## src/rtl/cdb_arbiter.sv

```systemverilog
// ---------------------------------------------------------------------------
// cdb_arbiter
//
// Round-robin arbiter for the Common Data Bus. The three ALU reservation
// stations (requesters 0-2) and the load buffer (requester 3) compete for the
// single result broadcast. At most one requester is granted per cycle, and
// the winner's tag and data are registered onto the CDB for exactly one
// cycle.
//
// Ports:
//   clk        rising-edge clock
//   reset      synchronous, active-high reset
//   req        per-requester "result ready"
//   req_tag    packed ROB tags, requester i at [i*tag_width +: tag_width]
//   req_data   packed results, requester i at [i*data_width +: data_width]
//   flush      pipeline flush (branch mispredict); kills the next broadcast
//   grant      one-hot grant, combinational, same cycle as selection
//   cdb_valid  registered broadcast valid
//   cdb_tag    registered broadcast tag
//   cdb_data   registered broadcast data
// ---------------------------------------------------------------------------
module cdb_arbiter #(
    parameter int data_width = 16,
    parameter int tag_width  = 3,
    parameter int num_req    = 4
) (
    input  logic                          clk,
    input  logic                          reset,
    input  logic [num_req-1:0]            req,
    input  logic [num_req*tag_width-1:0]  req_tag,
    input  logic [num_req*data_width-1:0] req_data,
    input  logic                          flush,
    output logic [num_req-1:0]            grant,
    output logic                          cdb_valid,
    output logic [tag_width-1:0]          cdb_tag,
    output logic [data_width-1:0]         cdb_data
);

    // A single requester still needs a one-bit pointer to keep widths legal.
    localparam int ptr_width = (num_req > 1) ? $clog2(num_req) : 1;
    localparam logic [ptr_width-1:0] last_idx = ptr_width'(num_req - 1);

    logic [ptr_width-1:0] ptr;       // highest-priority requester this cycle
    logic [ptr_width-1:0] winner;    // index selected by the scan
    logic [ptr_width-1:0] cand;      // scan candidate
    logic                 found;
    logic                 grant_any;

    // Fully combinational scan starting at ptr, so an idle requester at the
    // pointer position costs no cycle.
    always_comb begin
        // NOTE: every combinational output gets a default first so no path
        // leaves it unassigned, which would otherwise infer a latch.
        grant  = '0;
        winner = '0;
        cand   = '0;
        found  = 1'b0;
        for (int k = 0; k < num_req; k++) begin
            cand = ptr_width'((int'(ptr) + k) % num_req);
            if (!found && req[cand]) begin
                found         = 1'b1;
                winner        = cand;
                grant[cand]   = 1'b1;
            end
        end
        // Reset and flush suppress the grant so nothing is captured and the
        // requester keeps holding its result.
        if (reset || flush) begin
            grant = '0;
        end
    end

    assign grant_any = |grant;

    always_ff @(posedge clk) begin
        // NOTE: sequential state uses non-blocking assignments so every
        // register samples the pre-edge values regardless of statement order.
        if (reset) begin
            ptr       <= '0;
            cdb_valid <= 1'b0;
            cdb_tag   <= '0;
            cdb_data  <= '0;
        end else begin
            // One-cycle pulse per grant; no grant (including flush) drops it.
            cdb_valid <= grant_any;
            if (grant_any) begin
                cdb_tag  <= req_tag[int'(winner)*tag_width +: tag_width];
                cdb_data <= req_data[int'(winner)*data_width +: data_width];
                ptr      <= (winner == last_idx) ? '0 : winner + 1'b1;
            end
        end
    end

endmodule

```

## config.mk

```make
export PLATFORM = sky130hd
export DESIGN_NAME = cdb_arbiter
export DESIGN_NICKNAME = d
export VERILOG_FILES = /design/src/rtl/cdb_arbiter.sv
export SDC_FILE = /design/constraint.sdc
export NUM_CORES = 1
export LEC_CHECK = 0
export CAP_MARGIN = 20
export CORE_MARGIN = 1
export CORE_UTILIZATION = 42
export DETAILED_ROUTE_END_ITERATION = 12
export GPL_ROUTABILITY_DRIVEN = 0
export GPL_TIMING_DRIVEN = 0
export HOLD_SLACK_MARGIN = 0.08
export PLACE_DENSITY = 0.82
export SLEW_MARGIN = 40
export SYNTH_ARGS = -nofsm -noshare
export SYNTH_HDL_FRONTEND = slang
export SYNTH_SLANG_ARGS = --single-unit
```

## constraint.sdc

```tcl
create_clock -name clk -period 4.25 [get_ports clk]
set_input_delay 0.85 -clock clk [delete_from_list [all_inputs] [get_ports clk]]
set_output_delay 0.85 -clock clk [all_outputs]
set_load 0.03 [all_outputs]
```

**Signal wires by layer**

Two of the layers only.
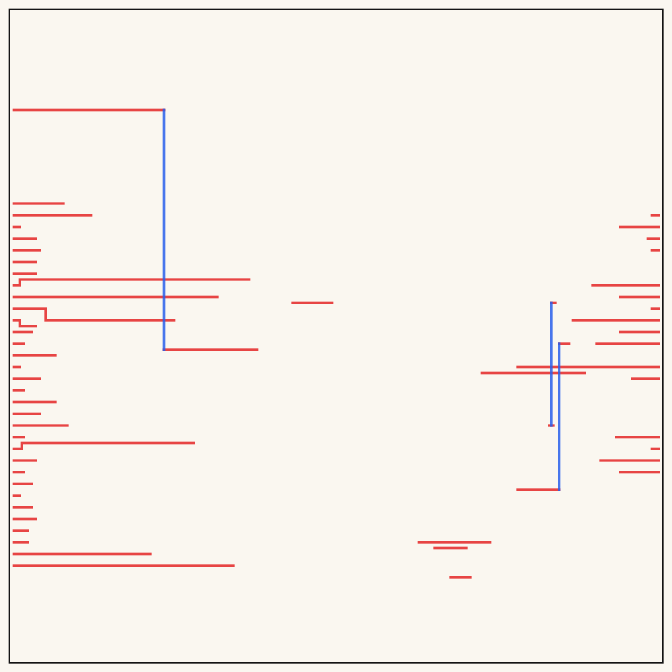
M4: in blue, wire length 59.2 microns. M3: in red, wire length 350 microns.
via count: 2324
WL final: 6470 microns
total global-route track usage: 22.7%
WL/cell: 14.8 microns

**Met3 routing**

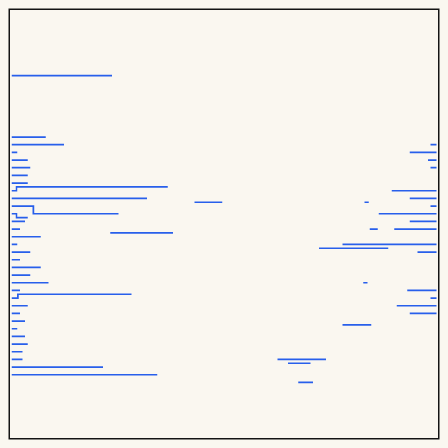
The longest straight run is 26.7 microns. The layer carries 350 microns of wire. 56 nets have wire on it. The wires run mostly horizontal.

**Routing congestion**

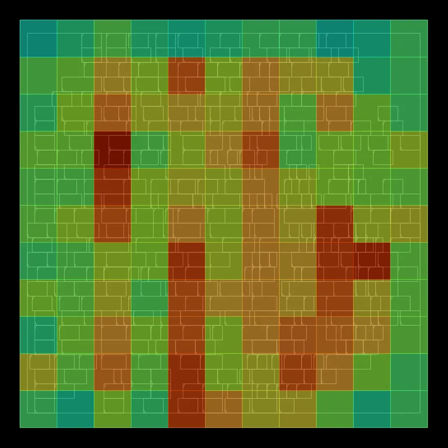
met3 Usage GRT: 4.58%
GR peak layer: met2
Final Core Density: 67.6%
met1 GRT Util: 27.1%
GR met2 Demand/Resource: 41.5%

**I/O pins on the die edge**

Pins as bars across the die edge, other pins in gray.
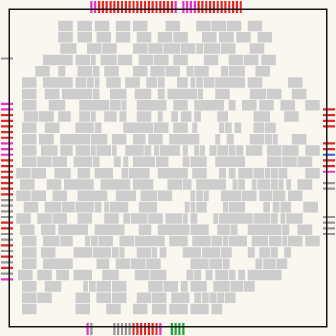
flush: in blue, pins 1, direction input, edge east. grant: in green, pins 4, direction output, edge south. cdb_data: in magenta, pins 16, direction output, edge 7 north, 6 west, 2 south, 1 east. req_data: in red, pins 64, direction input, edge 32 north, 17 west, 8 east, 7 south.
All pins by edge: 39 north, 33 west, 19 south, 16 east.

**Where the registers sit**

Other sequential cells in the stronger gray, the rest of the logic in the fainter gray.
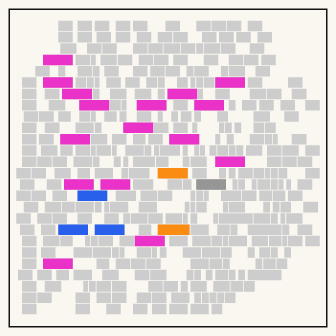
cdb_data: in magenta, sequential cells 16. ptr: in orange, sequential cells 2. cdb_tag: in blue, sequential cells 3.
Another 1 sequential cells are not colored.
Seq group: 371 uW
flop share of the area: 12.6%

==> impl_metrics.yaml <==
# implementation run metrics
pwr:
  irDropWorstVdd_uv: 449
  p_leak_nw: 1.39
  total_power_mw: 2.25
  powerDensity_mw_per_mm2: 642
logic_synthesis:
  ys_chip_area_sq_mm: 0.00229
  syn_area_sq_mm: 0.00229
  syn-num-nets: 348
  ys_ff: 22
  ys_cells: 258
  syn_area_per_cell_sq_um: 8.89
route:
  remaining_drc_errors: 0
  wl_met1_microns: 2730
  drt_pass1_iterations: 4
  routed_via_density: 5.33
  topRoutingLayerUsed: "met4"
timing:
  max_freq_mhz: 245
  finalSetupViolCount: 0
  finalClockPeriodUsage_pct: 96.1
  fin_tns_setup_ns: 0
  worst_slew_pin_slew_ns: 0.527
  fin_hold_ws_ns: 0.564
  slew_headroom_pct: 64.9
outcome:
  status: "finished, final reports clean"
place:
  post-place-ws_ns: -0.460
  dpl_cell_area_sq_mm: 0.00342
floorplan:
  ioPinCount: 107
  die_y_microns: 75.9
  initCoreUtil_pct: 44.4
  rows: 26
  dieArea_sq_mm: 0.00576
setup_path:
  r2r-start: "ptr[1]$_SDFFE_PP0P_"
  path_delay_family: "buffers and inverters"
  cpMaxStageDelayCell: "clkdlybuf4s50_1"
  reg2reg_to: "cdb_data[14]$_SDFFE_PP0P_"
  worstPathCellList: "clkdlybuf4s50_1 > clkbuf_1 > mux2_2 > mux2i_2 > nor2_1 > a21oi_2 > buf_4 > a21oi_1 > nor3_1 > clkdlybuf4s15_2"
  max_stage_delay_ns: 0.49
  critical_path_class: "input port to output port"
  crit_start: "req[1]"
  arrival_ns: 3.23
  reg2reg_depth: 12
  rrSetupSlack_ns: 1.08
  critPathRequiredTime_ns: 3.40
  crit_fanout: 10
worst_hold_path:
  whs_path_depth: 4
  min_to: "cdb_data[3]$_SDFFE_PP0P_"
  hp-start: "cdb_data[3]$_SDFFE_PP0P_"
  hold_class: "flop to flop"
cells_and_area:
  buffers_excl_clock: 130
  finalInstanceArea_sq_mm: 0.00350
  diodes: 0
  logic_area_sq_mm: 0.00161
  flops: 22
  clockNetworkAreaShare_pct: 1.57
  final_cells: 436
  layout_top_cell: "clkdlybuf4s50_1"
job:
  cap_violations: 0
  warnings: 32
global_routing:
  grt_pass1_wl_microns: 10800
  grt_max_degree: 13
  grt_pass1_vias: 2294
  grt_overflow: 0
clock_tree:
  cts_root_buf: "clkbuf_8"
  postCtsHoldBufs: 0
  cts_buffer_depth: 2
  clkSinkCount: 22
  path_clk_slew_ns: 0.08
  numCtsBuffers: 3
flip-flops by register name, summed over array words and instances, names as in the netlist:
| signal | count |
|---|---|
| cdb_valid | 1 |
| cdb_tag | 3 |
| cdb_data | 16 |
| ptr | 2 |
cell families after synthesis:
kind of cell / share of synthesized area (%)
AND-OR/OR-AND: 25.9
multiplexers: 32.5
buffers and inverters: 11.0
AND/OR/NAND/NOR: 7.20
flip-flops: 19.2
adder cells (fa/ha/maj): 3.82
XOR/XNOR: 0.382
synth_stat cells:
cell	instances	area (sq um)
nand2b_1	1	6.26
nand3b_1	6	45.0
buf_2	10	50.1
o21ai_0	3	15.0
a21oi_1	40	200
xor2_1	1	8.76
a2111o_1	2	22.5
buf_4	2	15.0
nor3_1	6	30.0
mux2_2	21	236
nand4_1	1	6.26
nand3_1	2	10.0
o32a_1	1	10.0
o21ba_1	1	10.0
buf_6	5	56.3
dfxtp_1	22	440
o2bb2ai_1	1	8.76
inv_1	23	86.3
clkbuf_1	8	30.0
o21a_1	1	7.51
nand2_1	2	7.51
mux2_1	1	11.3
o31ai_1	9	67.6
or3b_1	1	8.76
a21oi_2	10	87.6
or4_1	2	15.0
mux2i_1	43	430
a2111oi_0	1	8.76
buf_8	1	15.0
mux4_2	3	67.6
a2bb2oi_1	3	26.3
nor2_1	5	18.8
ha_1	7	87.6
or3b_2	1	8.76
o21ai_1	1	5.00
o31ai_2	10	125
and3b_1	1	8.76
power breakdown:
group	leakage [nW]	internal, mW	switching, mW
logic	1.18	0.809	0.917
clock network	0.0288	0.0825	0.0675
registers	0.183	0.291	0.0798
worst min-delay path, stage by stage (launching register included):
cell     delay (ns)
dfxtp_1        0.33
inv_1          0.05
a21oi_1        0.05
o31ai_1        0.06
a21oi_1        0.04
No activity file was given, so power comes from the tool's default toggle rates.
